Design instruction_fetch_unit, sky130hd; sources not shown.
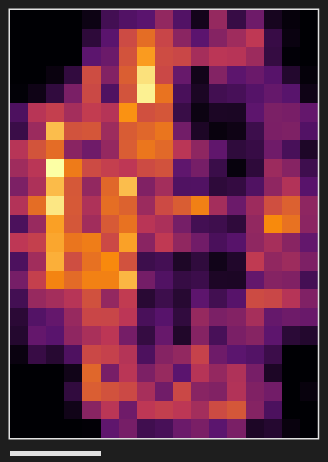
**Above:** signal metal coverage by tile.
Scale bar: 50 um. The die is cut into 17 by 23 equal tiles; black is low, pale yellow is high, scaled to the fullest tile. Values are wire area over tile area, all layers added.
The densest ninth of the die: middle left. 11% of the tiles are nearly empty. 25% of the tiles are over half the peak. The fullest tile reaches 0.34. The mean over all tiles is 0.11.
WL per Instance: 20.10 um
final WL: 28.91 mm
Vias: 7177

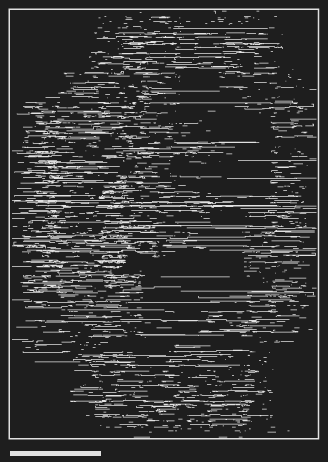
**Above:** M1 wires.
Scale bar: 50 um.
The longest straight run is 66.2 um. 911 nets have wire on it. The layer carries 11800 um of wire. The layer holds 41% of the routed length. The wires run mostly horizontal.
met1 GRT Util: 18.20%

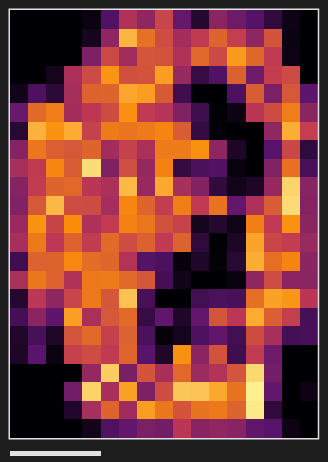
**Above:** cell density map.
Scale bar: 50 um. The die is cut into 17 by 23 equal tiles; black is low, pale yellow is high, 0 to 100% covered.
10% of the tiles are over 75% full. The densest ninth of the die: middle left. The emptiest ninth of the die: lower left. 14% of the tiles are nearly empty.
Core Density at Floorplan: 35.44%
floorplan core area: 37420 um^2
final core occ: 43.75%

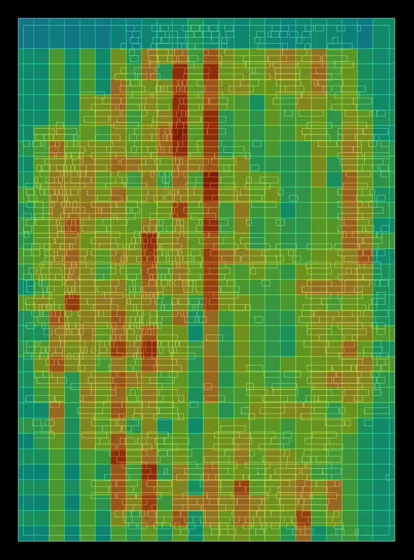
**Above:** congestion heat map.
met2 Resource Use GR: 26.90%
global-route met3 utilization: 1.840%

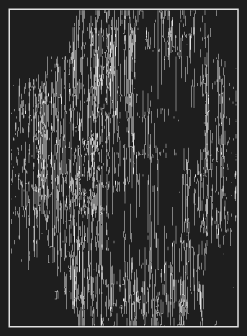
**Above:** signal wires on met2.
The layer holds 53% of the routed length. 891 nets have wire on it. The layer carries 15200 um of wire. The wires run mostly vertical.

==> flow_summary_export.csv <==
group,metric,value,unit
run_status,status,"complete, no violations",
clock_tree,clkSlewWorstSetupHoldPaths,0.06,ns
power_and_ir_drop,pwr-share-clk,35.5,%
clock_tree,htree_levels,1,
synthesis,largest_area_cell,"edfxtp_1",
power_and_ir_drop,p_sw,0.001513,W
synthesis,synth_flops,318,
worst_setup_path,critical_path.max_fanout,34,
clock_tree,cts_tree,"yes",
route,drt-pass1-iter-count,4,
timing,setup_viol,0,
timing,period_used_share,78.52,%
synthesis,flop_cell,"edfxtp_1",
cells_and_area,flop_area,9208,um^2
power_and_ir_drop,power.total,0.005738,W
cells_and_area,largest_reg_flops,248,
grt,grt-ovfl-total,0,
synthesis,ys_types,56,
floorplanning,die_width,168.5,um
clock_tree,cts_sinks,318,
power_and_ir_drop,swShare,26.37,%
synthesis,edf_count,248,
synthesis,syn_inst,782,
clock_tree,ctsResizeCount,0,
worst_setup_path,worstPathRequired,4.53,ns
synthesis,mux_share,15.00,%
timing,rsz0062_at_grt,"no",
grt,track_usage,14.76,%
cells_and_area,n_antenna_cell,0,
layout make-up:
type                            instances  share of cell area, %
Clock inverter                         12                 0.5962
Inverter                               19                 0.4357
Timing Repair Buffer                  168                  10.49
Multi-Input combinational cell        402                  23.23
Sequential cell                       318                  56.25
Tap cell                              473                  3.615
Clock buffer                           46                  5.389
critical path, cell delays in order (launching register included):
cell	delay, ns
dfrtp_4	0.88
buf_12	0.36
mux4_2	0.54
and2_1	0.23
clkdlybuf4s50_1	0.72
stage by stage:
stage | std cells | setup slack [ns] | util [%] | instance area, um^2
final | 1438 | 1.182 | 43.75 | 16370
after global routing | 1438 | 1.009 | 43.75 | 16370
after CTS | 1438 | 1.060 | 43.75 | 16370
after detailed placement | 1380 | 1.422 | 41.13 | 15390
after global placement | 1380 | 1.499 | 41.13 | 15390
after floorplan | 785 | 1.580 | - | 13270
kinds of logic (layout without fill, tap and decap cells):
logic type / Yosys count / count (layout)
AOI/OAI and AO/OA: 62 / 62
other: 2 / 5
xor gates and xnor gates: 24 / 24
and+or+nand+nor: 190 / 190
muxes: 115 / 115
DFF: 318 / 318
buffers and inverters: 65 / 245
adders and majority gates: 6 / 6
layout by cell type (no fill, tap or decap), types with 6 or more instances in the layout:
cell and count:
edfxtp_1 248, mux2_2 50, inv_1 19, dfrtp_1 67, clkbuf_16 31, nand4_1 8
clkdlybuf4s50_1 158, nand2_1 46, mux4_2 62, nor3_1 11, nor2_1 16, o21ai_0 33
clkbuf_1 10, nand3_1 8, xor2_1 6, xnor2_1 18, and2_1 64, a31oi_1 9
metal layers:
metal  up-vias  wire [um]
met5         -          0
met4         0        703
met3        35       1226
met2       177      15200
met1      3669      11780
li1       3296          -
No activity file was given, so power comes from the tool's default toggle rates.
